Design lane_serializer, sky130hd; sources not shown.
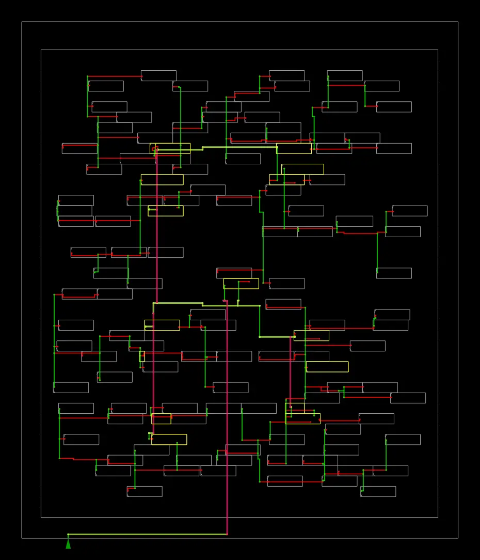
Figure 1: the clock network.
Late-Pin Clk Latency: 0.34 ns
clkbuf count: 13
CTS sink cnt: 110
Clk power: 867 uW

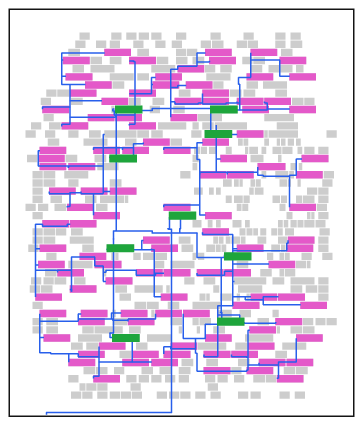
Figure 2: clock distribution.
(3 px per um)
clock wires -> blue  # length 1,370 um
clock-net drivers -> green  # count 9
flip-flops -> magenta  # count 110
flops lie = spread over the die
Clk pwr share: 18.8%

==> results_slide.txt <==
Key Metrics from the Run

Route
  • Vias per inst: 5.24
  • Vias: 3,333
  • Iter 0 DRT Violations: 166

Synthesis
  • Simple share: 3.47%
  • Synth flops: 110
  • Synth warn: 0
  • Seq share, synth: 52.7%
  • Syn avg cell area: 14.5 um2
  • Area fraction in compound gates: 7.55%
  • Yosys Instances: 360
  • Most common reg cell: dfrtp_1
  • Mapped Cells: 360

Layout
  • Max FFs per register: 96
  • Logic area: 0.00226 mm2
  • Fill count: 1,116
  • Non-filler instance count after layout: 636
  • Register Area: 0.00275 mm2

STA
  • Setup TNS: 0 ns
  • Slew @ Worst Pin: 0.878 ns
  • RSZ-0062 raised after global routing: no

CTS
  • Number of post-CTS setup repair buffers: 0
  • Clock root cell: clkbuf_16
  • Clock Path Buffers: 2
  • CTS H-Tree Depth: 3

Power and ir drop
  • Sw Ratio: 33.6%
  • Logic pwr share: 45.4%
  • NetSw: 1.55 mW
  • PwrDens: 675 mW/mm2
  • Pleak: 2.85 nW

Min path
  • Worst hold path type: reg -> reg

Floorplanning
  • FP Rows: 45
  • Die area: 0.0155 mm2
  • Total core area: 0.0127 mm2
  • Die X: 114 um

Worst setup path
  • Crit start category: primary input

Run status
  • Status: finished clean

Place
  • Placer Congestion: 0.756

Global routing
  • Initial antenna violation count: 0
  • Largest net degree at the start of global routing: 68
[layout make-up]
class | instances | area share, %
Sequential cell | 110 | 40.3
Multi-Input combinational cell | 210 | 33.1
Timing Repair Buffer | 119 | 17.5
Clock buffer | 13 | 3.81
Tap cell | 164 | 3.01
Clock inverter | 3 | 1.32
Inverter | 17 | 0.972
[kinds of logic (layout without fill, tap and decap cells)]
group           Yosys count  in the layout
xor+xnor                  1              1
fa+ha+maj                 2              2
flops                   110            110
buf+inv                  40            152
mux                     120            120
compound gates           56             56
simple gates             31             31
[metal layers]
layer,global-route usage [%],vias to the layer above,wire [um]
li1,-,1538,-
met4,6.73,0,299
met3,3.35,18,573
met2,25.5,103,5900
met5,0,-,0
met1,21.7,1674,5110
[critical path, cell delays in order]
cell,delay (ns)
clkdlybuf4s50_1,0.71
nand2_1,0.09
nand2_1,0.16
clkdlybuf4s50_1,0.70
[cell usage after synthesis, types with 2 or more instances]
library cell  instances  share of area [%]
o21ai_1               7               0.67
buf_4                 2               0.29
buf_2                11                1.1
o221ai_1              7                1.2
clkinv_1              2               0.14
nor2b_1               9                1.1
a21oi_2               5               0.84
clkbuf_1              4               0.29
inv_1                15                1.1
nor2_1                2               0.14
mux2_2               91                 20
nand2_1               6               0.43
nand3_1               4               0.38
mux2_1                5                1.1
o22ai_1               9                1.1
o21ai_0              16                1.5
a21oi_1               6               0.58
mux4_1                6                3.0
mux4_2               18                7.8
buf_6                 6                1.3
nand2b_1              5               0.60
ha_1                  2               0.48
dfrtp_1             110                 53
[metrics by stage]
step	worst slack, ns	total power [mW]	utilization, %	hold slack, ns	cell area, um2
global route	0.971	4.92	53.6	0.308	6830
finish	1.03	4.61	53.6	0.287	6830
global placement	1.05	3.73	50.9	0.269	6470
detailed placement	1.03	3.80	50.9	0.276	6470
CTS	1.02	4.67	53.6	0.292	6830
floorplan	0.738	3.19	-	0.259	5220
[layout by cell type, fill, tap and decap left out, types with 5 or more instances in the layout]
cell / n
a21oi_2: 5
mux4_2: 18
nand2b_1: 5
clkdlybuf4s50_1: 114
mux2_2: 91
inv_1: 14
nor2b_1: 9
o22ai_1: 9
dfrtp_1: 109
mux4_1: 6
nand2_1: 6
a21oi_1: 6
o21ai_1: 7
mux2_1: 5
clkbuf_16: 9
o221ai_1: 7
o21ai_0: 16
[power by group through the flow]
stage / Clock [mW] / Sequential (mW) / Combinational, mW
after floorplan: 0 / 1.69 / 1.51
after global routing: 0.923 / 1.71 / 2.29
after detailed placement: 0 / 1.67 / 2.13
after CTS: 0.886 / 1.65 / 2.14
after global placement: 0 / 1.64 / 2.09
final: 0.867 / 1.65 / 2.09
Power figures rest on the tool's default switching activity, not on a simulated workload.
